Fig. 1: run 1, metal 2
Cells faint in the background.
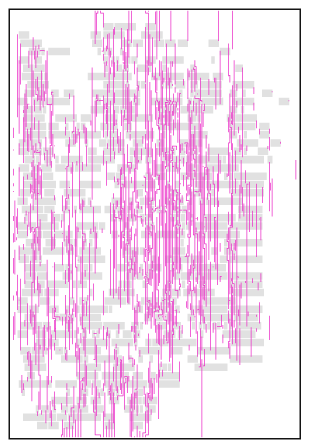
Fig. 2: run 1, routed metal, one colour a layer
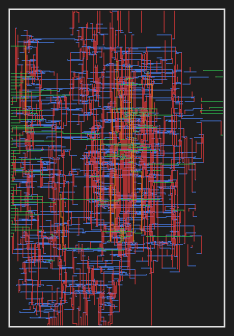
Fig. 3: run 1, signal wires on met3
The bar under the picture is 20 um long. Cells faint in the background.
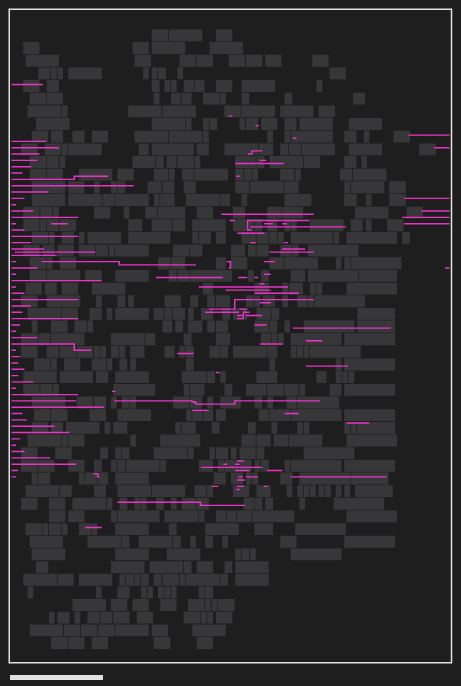
--- config.mk ---
export PLATFORM = sky130hd
export DESIGN_NAME = plc_sequencer
export DESIGN_NICKNAME = d
export VERILOG_FILES = /design/src/rtl/plc_sequencer.sv
export SDC_FILE = /design/constraint.sdc
export NUM_CORES = 1
export LEC_CHECK = 0
export ABC_AREA = 0
export CAP_MARGIN = 10
export CORE_ASPECT_RATIO = 1.5
export CORE_MARGIN = 2
export CORE_UTILIZATION = 39
export DETAILED_ROUTE_END_ITERATION = 7
export PLACE_DENSITY_LB_ADDON = 0.3
export SLEW_MARGIN = 20
export SYNTH_ARGS = -nofsm -noshare
export SYNTH_HDL_FRONTEND = slang
export SYNTH_SLANG_ARGS = --single-unit
--- constraint.sdc ---
create_clock -name clk_i -period 5.3 [get_ports clk_i]
set_clock_uncertainty 0.1 [all_clocks]
set_input_delay 1.59 -clock clk_i [delete_from_list [all_inputs] [get_ports clk_i]]
set_output_delay 1.59 -clock clk_i [all_outputs]
set_load 0.005 [all_outputs]
--- src/rtl/plc_sequencer.sv ---
// Four-cycle fetch/load/read/exec sequencer for the PLC ALU datapath.
// It owns the program counter and a return-address stack, and drives the decoded operand fields.
module plc_sequencer #(
    parameter int WIDTH       = 8,
    parameter int IWIDTH      = 8,
    parameter int SOURCES     = 4,
    parameter int ADDR_WIDTH  = 8,
    parameter int PC_WIDTH    = 6,
    parameter int INSTR_WIDTH = 40,
    parameter int STACK_DEPTH = 4,
    localparam int CW         = $clog2(SOURCES)
) (
    input  logic                   clk_i,
    input  logic                   rst_i,
    input  logic                   run_i,
    output logic [PC_WIDTH-1:0]    prog_addr_o,
    input  logic [INSTR_WIDTH-1:0] prog_data_i,
    input  logic                   zero_flag_i,
    output logic [IWIDTH-1:0]      op_code_o,
    output logic [ADDR_WIDTH-1:0]  source1_o,
    output logic [ADDR_WIDTH-1:0]  source2_o,
    output logic [CW-1:0]          source1_choice_o,
    output logic [CW-1:0]          source2_choice_o,
    output logic [ADDR_WIDTH-1:0]  destination_o,
    output logic [1:0]             dest_choice_o,
    output logic                   push_o,
    output logic                   pop_o,
    output logic [PC_WIDTH-1:0]    instr_addr_o,
    output logic                   halted_o,
    output logic                   fault_o
);

    localparam int SPW = $clog2(STACK_DEPTH + 1);
    localparam int SIW = (STACK_DEPTH > 1) ? $clog2(STACK_DEPTH) : 1;
    localparam int FB  = 3 * ADDR_WIDTH;

    localparam logic [IWIDTH-1:0] OP_JMP  = IWIDTH'(8'hF0);
    localparam logic [IWIDTH-1:0] OP_JZ   = IWIDTH'(8'hF1);
    localparam logic [IWIDTH-1:0] OP_JNZ  = IWIDTH'(8'hF2);
    localparam logic [IWIDTH-1:0] OP_CALL = IWIDTH'(8'hF3);
    localparam logic [IWIDTH-1:0] OP_RET  = IWIDTH'(8'hF4);
    localparam logic [IWIDTH-1:0] OP_HALT = IWIDTH'(8'hFF);

    typedef enum logic [2:0] {
        S_FETCH = 3'd0,
        S_LOAD  = 3'd1,
        S_READ  = 3'd2,
        S_EXEC  = 3'd3,
        S_HALT  = 3'd4
    } state_t;

    function automatic logic is_ctrl(input logic [IWIDTH-1:0] op);
        case (op)
            OP_JMP, OP_JZ, OP_JNZ, OP_CALL, OP_RET, OP_HALT: return 1'b1;
            default: return 1'b0;
        endcase
    endfunction

    state_t                  state_q;
    logic [PC_WIDTH-1:0]     pc_q;
    logic [PC_WIDTH-1:0]     prog_addr_q;
    logic [PC_WIDTH-1:0]     instr_addr_q;
    logic [IWIDTH-1:0]       ir_op_q;
    logic [1:0]              ir_dc_q;
    logic [PC_WIDTH-1:0]     ir_tgt_q;
    logic [IWIDTH-1:0]       op_code_q;
    logic [ADDR_WIDTH-1:0]   src1_q;
    logic [ADDR_WIDTH-1:0]   src2_q;
    logic [ADDR_WIDTH-1:0]   dest_q;
    logic [CW-1:0]           s1c_q;
    logic [CW-1:0]           s2c_q;
    logic [1:0]              dc_q;
    logic                    push_q;
    logic                    pop_q;
    logic                    halted_q;
    logic                    fault_q;
    logic [PC_WIDTH-1:0]     stack_q [STACK_DEPTH];
    logic [SPW-1:0]          sp_q;

    logic [PC_WIDTH-1:0]     pc_inc;
    logic [PC_WIDTH-1:0]     pc_d;
    logic                    stack_err_d;
    logic                    halt_d;
    logic                    stk_full;
    logic                    stk_empty;
    logic [SIW-1:0]          top_idx;
    logic                    unused_bits;

    // Reserved instruction bits and the datapath width do not affect sequencing.
    assign unused_bits = ^{prog_data_i[FB+1 -: 2], (WIDTH > 0)};

    // Resolve the program counter that follows the instruction currently in EXEC.
    always_comb begin
        pc_inc      = pc_q + PC_WIDTH'(1);
        stk_full    = (sp_q == SPW'(STACK_DEPTH));
        stk_empty   = (sp_q == SPW'(0));
        top_idx     = SIW'(sp_q - SPW'(1));
        pc_d        = pc_inc;
        stack_err_d = 1'b0;
        halt_d      = 1'b0;
        case (ir_op_q)
            OP_JMP:  pc_d = ir_tgt_q;
            OP_JZ:   pc_d = zero_flag_i ? ir_tgt_q : pc_inc;
            OP_JNZ:  pc_d = zero_flag_i ? pc_inc : ir_tgt_q;
            OP_CALL: begin
                if (stk_full) begin
                    stack_err_d = 1'b1;
                    pc_d        = pc_q;
                end else begin
                    pc_d        = ir_tgt_q;
                end
            end
            OP_RET: begin
                if (stk_empty) begin
                    stack_err_d = 1'b1;
                    pc_d        = pc_q;
                end else begin
                    pc_d        = stack_q[top_idx];
                end
            end
            OP_HALT: begin
                halt_d = 1'b1;
                pc_d   = pc_q;
            end
            default: pc_d = pc_inc;
        endcase
    end

    // Sequencer state machine with registered datapath-facing outputs.
    always_ff @(posedge clk_i) begin
        if (rst_i) begin
            state_q      <= S_FETCH;
            pc_q         <= '0;
            prog_addr_q  <= '0;
            instr_addr_q <= '0;
            ir_op_q      <= '0;
            ir_dc_q      <= 2'b11;
            ir_tgt_q     <= '0;
            op_code_q    <= '0;
            src1_q       <= '0;
            src2_q       <= '0;
            dest_q       <= '0;
            s1c_q        <= '0;
            s2c_q        <= '0;
            dc_q         <= 2'b11;
            push_q       <= 1'b0;
            pop_q        <= 1'b0;
            halted_q     <= 1'b0;
            fault_q      <= 1'b0;
            sp_q         <= '0;
            for (int i = 0; i < STACK_DEPTH; i++) begin
                stack_q[i] <= '0;
            end
        end else begin
            case (state_q)
                S_FETCH: begin
                    prog_addr_q <= pc_q;
                    state_q     <= run_i ? S_LOAD : S_FETCH;
                end
                S_LOAD: begin
                    // Fields go out now so they are stable for the whole READ cycle.
                    ir_op_q   <= prog_data_i[INSTR_WIDTH-1 -: IWIDTH];
                    ir_dc_q   <= prog_data_i[FB+2 +: 2];
                    ir_tgt_q  <= prog_data_i[PC_WIDTH-1:0];
                    op_code_q <= is_ctrl(prog_data_i[INSTR_WIDTH-1 -: IWIDTH]) ?
                                 IWIDTH'(0) : prog_data_i[INSTR_WIDTH-1 -: IWIDTH];
                    s1c_q     <= prog_data_i[FB+6 +: CW];
                    s2c_q     <= prog_data_i[FB+4 +: CW];
                    src1_q    <= prog_data_i[2*ADDR_WIDTH +: ADDR_WIDTH];
                    src2_q    <= prog_data_i[ADDR_WIDTH +: ADDR_WIDTH];
                    dest_q    <= prog_data_i[0 +: ADDR_WIDTH];
                    dc_q      <= 2'b11;
                    state_q   <= S_READ;
                end
                S_READ: begin
                    dc_q <= is_ctrl(ir_op_q) ? 2'b11 : ir_dc_q;
                    if ((ir_op_q == OP_CALL) && !stk_full) begin
                        push_q       <= 1'b1;
                        instr_addr_q <= pc_inc;
                    end else begin
                        push_q       <= 1'b0;
                    end
                    pop_q   <= (ir_op_q == OP_RET) && !stk_empty;
                    state_q <= S_EXEC;
                end
                S_EXEC: begin
                    push_q <= 1'b0;
                    pop_q  <= 1'b0;
                    dc_q   <= 2'b11;
                    if (stack_err_d || halt_d) begin
                        state_q   <= S_HALT;
                        halted_q  <= 1'b1;
                        fault_q   <= stack_err_d;
                        op_code_q <= '0;
                        src1_q    <= '0;
                        src2_q    <= '0;
                        dest_q    <= '0;
                        s1c_q     <= '0;
                        s2c_q     <= '0;
                    end else begin
                        state_q     <= S_FETCH;
                        pc_q        <= pc_d;
                        prog_addr_q <= pc_d;
                        if (ir_op_q == OP_CALL) begin
                            stack_q[sp_q[SIW-1:0]] <= pc_inc;
                            sp_q                   <= sp_q + SPW'(1);
                        end else if (ir_op_q == OP_RET) begin
                            sp_q <= sp_q - SPW'(1);
                        end else begin
                            sp_q <= sp_q;
                        end
                    end
                end
                S_HALT: begin
                    state_q  <= S_HALT;
                    halted_q <= 1'b1;
                    dc_q     <= 2'b11;
                    push_q   <= 1'b0;
                    pop_q    <= 1'b0;
                end
                default: state_q <= S_FETCH;
            endcase
        end
    end

    assign prog_addr_o      = prog_addr_q;
    assign op_code_o        = op_code_q;
    assign source1_o        = src1_q;
    assign source2_o        = src2_q;
    assign source1_choice_o = s1c_q;
    assign source2_choice_o = s2c_q;
    assign destination_o    = dest_q;
    // A write must never escape in a cycle where reset is being applied.
    assign dest_choice_o    = rst_i ? 2'b11 : dc_q;
    assign push_o           = push_q;
    assign pop_o            = pop_q;
    assign instr_addr_o     = instr_addr_q;
    assign halted_o         = halted_q;
    assign fault_o          = fault_q;

endmodule

==> metrics.csv, run 1 <==
metric,value,unit
outcome,"finished, final reports clean",
track_usage,0.195,
clkPwrFrac,0.372,
antenna_found_initial,0,
synth_seq_share,0.491,
fin_hold_ws,0.360,ns
synth-async-reset-ratio,0,
syn_avg_cell_area,9.42,um^2
dpl_cell_area,0.00575,mm^2
first_pass_iters,6,
edf_count,24,
wire_per_inst,17.0,um
ctsResizeCount,0,
root_buffer,clkbuf_16,
avgViaCountPerCell,5.53,
leakage,2.13,nW
rsz0062_at_grt,no,
clk_latency,0.36,ns
yosysWarnings,0,
syn_area,0.00482,mm^2
seqPwrFrac,0.507,
ant_nets,0,
netlist-cell-type-count,65,
rr_startpoint,sp_q[0],
ys_cells,511,
syn_nets,559,
tritoncts,built,
cts_buffers,9,
finalSetupTns,0,ns
gp_congestion,0.942,
grt_pass1_wl,20400,um
slew_viol_final,0,
warning_count,30,
drt-initial-drc-count,282,
holdBufCountCts,0,
wl,12500,um
Back to the opening pictures, Fig. 1:
share of all routed wire: 52%
main direction: vertical

Back to the opening pictures, Fig. 2:
| layer | colour | wire length |
|---|---|---|
| metal 2 | red | 6510 um |
| metal 4 | orange | 392 um |
| metal 1 | blue | 4810 um |
| metal 3 | green | 834 um |

Back to the opening pictures, Fig. 3:
nets with wire on the layer: 102
wire length on this layer: 834 um
share of all routed wire: 6.7%
longest straight run: 26.0 um
main direction: horizontal

==> run 1: flip-flops by register name (all words and copies together), names as in the netlist, 3 cells and up <==
register       flops
source2_o          8
stack_q           24
destination_o      8
prog_addr_o        6
ir_op_q            8
source1_o          8
instr_addr_o       6
pc_q               6
op_code_o          8
state_q            3
ir_tgt_q           6
sp_q               3
==> run 1: stage by stage <==
| step | instances | setup slack [ns] |
|---|---|---|
| floorplan | 511 | 1.35 |
| finish | 738 | 1.17 |
| global route | 738 | 1.13 |
| global placement | 722 | 1.16 |
| CTS | 738 | 1.16 |
| detailed placement | 722 | 1.16 |
==> run 1: worst paths after layout <==
kind                       to  slack, ns  cells past startpoint
min                  halted_o       0.36                      2
max          dest_choice_o[1]       1.17                      3
min reg2reg          halted_o       0.36                      2
max reg2reg     stack_q[0][3]       2.33                      6
==> run 1: worst max-delay path, cell delays in order <==
cell	delay, ns
buf_2	0.13
or2_2	0.27
clkdlybuf4s50_1	0.45
==> run 1: layer usage <==
layer  vias to the layer above  part of all wire  track usage
li1                       1978                 -            -
met1                      1895              0.38        0.219
met5                         -                 0            0
met3                        38             0.066       0.0533
met2                       168              0.52        0.343
met4                         0             0.031       0.0786
==> run 1: cells in the final DEF, fill, tap and decap left out, types with 5 or more instances in the layout <==
| master | instances |
|---|---|
| clkbuf_16 | 9 |
| nand4_1 | 6 |
| o21ai_0 | 10 |
| a21oi_1 | 34 |
| mux4_2 | 6 |
| nand3_1 | 11 |
| or3_1 | 5 |
| clkdlybuf4s50_1 | 94 |
| a211oi_1 | 10 |
| o211ai_1 | 5 |
| nand2_1 | 58 |
| mux2i_1 | 6 |
| edfxtp_1 | 24 |
| nor2_1 | 82 |
| dfxtp_1 | 82 |
| a22oi_1 | 33 |
| inv_1 | 10 |
| nor3_1 | 5 |
| xnor2_1 | 6 |
==> run 1: power by group through the flow <==
| stage | registers [mW] | logic [mW] | clock network (mW) |
|---|---|---|---|
| finish | 0.894 | 0.213 | 0.657 |
| global route | 0.900 | 0.233 | 0.702 |
| CTS | 0.894 | 0.215 | 0.673 |
| detailed placement | 0.912 | 0.213 | 0 |
| global placement | 0.911 | 0.209 | 0 |
| floorplan | 0.898 | 0.130 | 0 |
==> run 1: final cells by class <==
class / instances / area (um^2) / share of cell area
clock buffer: 10 / 239 / 0.0395
clock inverter: 6 / 55.1 / 0.00911
inverter: 10 / 37.5 / 0.00621
multi-input combinational: 354 / 2180 / 0.361
sequential: 106 / 2360 / 0.391
tap: 153 / 191 / 0.0317
timing repair buffer: 99 / 976 / 0.161
==> run 1: logic make-up (layout without fill, tap and decap cells) <==
kind of cell               after synthesis  count (layout)  share of synthesized area
AOI/OAI and AO/OA                      131             131                      0.193
and+or+nand+nor                        199             199                      0.193
muxes                                   12              12                     0.0405
buffers and inverters                   51             125                     0.0569
adders and majority gates                4               4                     0.0104
xor gates and xnor gates                 8               8                     0.0161
DFF                                    106             106                      0.491
Fig. 4: run 1, clock wires, drivers and flops
The bar under the picture is 20 um long.
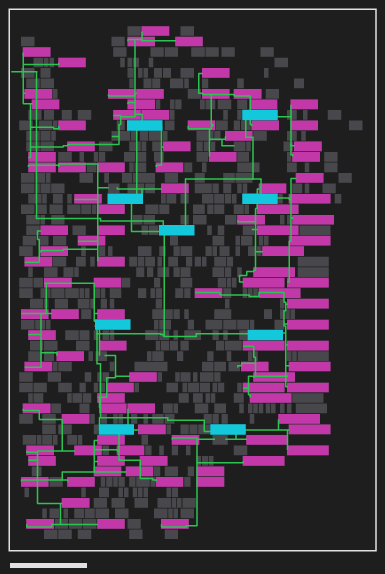

## Run 2: what changed since run 1
- clock period: 5.3 -> 3.75 ns (I/O delays scaled with it)
Fig. 5: run 2, clock wires, drivers and flops
The bar under the picture is 20 um long.
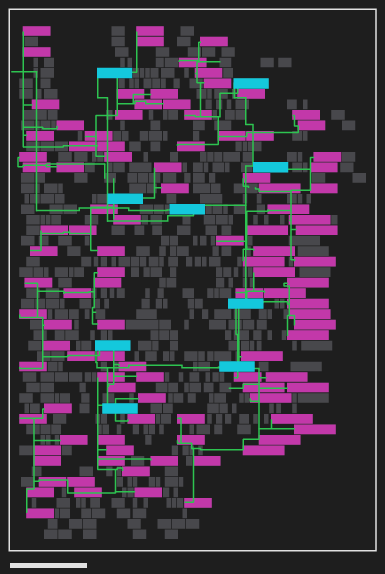
[clock wires] green | length: 1170 um
[clock drivers] cyan | count: 9
[flip-flops] magenta | count: 106
flops lie: spread over the die
routed clock nets: 10

Fig. 6: run 2, metal 2
Cells faint in the background.
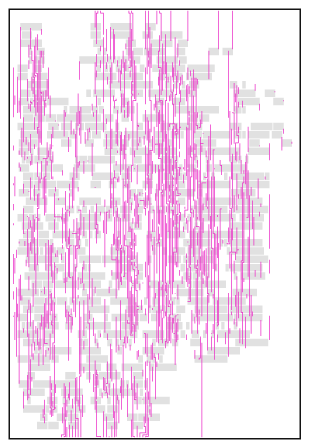
wire length on this layer: 6240 um
share of all routed wire: 51%

==> metrics.csv, run 2 <==
metric,value,unit,change
avgViaCountPerCell,5.45,,was 5.53
finalSetupTns,0,ns,unchanged
dpl_cell_area,0.00577,mm^2,was 0.00575 mm^2
cts_buffers,9,,unchanged
ant_nets,0,,unchanged
rr_startpoint,ir_op_q[1],,was sp_q[0]
core_region_area,0.0120,mm^2,unchanged
warning_count,30,,unchanged
wire_per_inst,16.7,um,was 17.0 um
edf_count,24,,unchanged
syn_avg_cell_area,9.42,um^2,unchanged
regMostFlops,stack_q,,unchanged
ff2ff_setup_slack,0.92,ns,was 2.33 ns
grt_pass1_wl,20300,um,was 20400 um
place_hpwl,9030,um,was 9010 um
syn_area,0.00482,mm^2,unchanged
holdBufCountCts,0,,unchanged
rsz0062_at_grt,no,,unchanged
leakage,2.14,nW,was 2.13 nW
root_buffer,clkbuf_16,,unchanged
first_pass_iters,4,,was 6
ctsResizeCount,0,,unchanged
gp_congestion,0.934,,was 0.942
tritoncts,built,,unchanged
synth-async-reset-ratio,0,,unchanged
ys_cells,511,,unchanged
netlist-cell-type-count,65,,unchanged
outcome,"finished, final reports clean",,unchanged
min_path_cells,2,,unchanged
preCtsSetupSlack,0.518,ns,was 1.16 ns
slew_viol_final,0,,unchanged
lay_top_cells,"clkdlybuf4s50_1, nor2_1, dfxtp_1",,unchanged
clk_latency,0.35,ns,was 0.36 ns
setup_ws,0.516,ns,was 1.17 ns
drt-initial-drc-count,220,,was 282
syn_nets,559,,unchanged
layout_top_cell,clkdlybuf4s50_1,,unchanged
reg2reg_to,stack_q[0][2],,was stack_q[0][3]
synth_seq_share,0.491,,unchanged
hold_end,destination_o[4],,was halted_o
slowest_stage,clkdlybuf4s50_1,,unchanged
antenna_found_initial,0,,unchanged
largest_reg_flops,24,,unchanged
worstRegToRegCells,5,,was 6
wl,12300,um,was 12500 um
Fig. 7: run 2, signal wires on met3
The bar under the picture is 20 um long. Cells faint in the background.
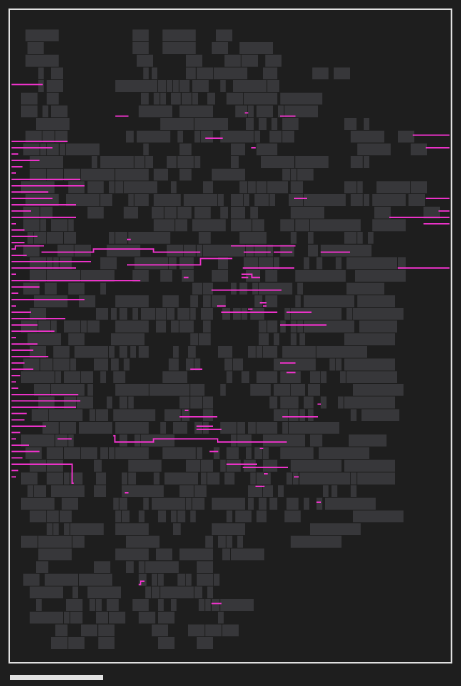
main direction: horizontal
longest straight run: 27.4 um
share of all routed wire: 5.4%
nets with wire on the layer: 86
wire length on this layer: 669 um

run 2: cell types whose count changed in the layout (fill, tap and decap cells not counted):
cell	change
clkinvlp_4	+1
inv_6	-1
clkbuf_8	-1
buf_4	+2
clkinv_2	+1
run 2: cell families after synthesis:
logic type                 Yosys count  share of synthesized area
and+or+nand+nor                    199                      0.193
AOI/OAI and AO/OA                  131                      0.193
DFF                                106                      0.491
buffers and inverters               51                     0.0569
muxes                               12                     0.0405
xor gates and xnor gates             8                     0.0161
adders and majority gates            4                     0.0104
run 2: worst max-delay path, delay by kind of cell:
kind	cells	cell delay, ns
buffers and inverters	2	0.61
AND/OR/NAND/NOR	1	0.28
run 2: stage by stage:
| stage | hold WS (ns) | std cells |
|---|---|---|
| after floorplan | 0.337 | 511 |
| after global placement | 0.335 | 724 |
| after detailed placement | 0.350 | 724 |
| after CTS | 0.367 | 740 |
| after global routing | 0.382 | 740 |
| final | 0.363 | 740 |
run 2: worst max path at each step:
stage | start | to | slack, ns | cells past startpoint
final | rst_i | dest_choice_o[0] | 0.52 | 3
after global routing | rst_i | dest_choice_o[0] | 0.50 | 3
after CTS | rst_i | dest_choice_o[0] | 0.52 | 3
after detailed placement | rst_i | dest_choice_o[0] | 0.52 | 3
after global placement | rst_i | dest_choice_o[1] | 0.53 | 3
after floorplan | rst_i | dest_choice_o[0] | 0.73 | 3
run 2: area by class of cell:
class	count	area (um^2)	area share
Clock inverter	7	58.8	0.00972
Timing Repair Buffer	101	991	0.164
Tap cell	153	191	0.0316
Sequential cell	106	2360	0.390
Multi-Input combinational cell	354	2180	0.361
Clock buffer	9	225	0.0372
Inverter	10	37.5	0.00620
run 2: report_power, final:
group | total, mW | internal (mW) | switching, mW
Clock | 0.904 | 0.462 | 0.442
Combinational | 0.302 | 0.153 | 0.149
Sequential | 1.26 | 1.22 | 0.0441
run 2: layer usage:
layer  global-route usage  up-vias  share of wire  wire (um)
li1                     -     1983              -          -
met2                0.328      126           0.51       6240
met4               0.0992        0          0.042        516
met5                    0        -              0          0
met3               0.0484       37          0.054        668
met1                0.221     1885           0.40       4910
Power figures rest on the tool's default switching activity, not on a simulated workload.
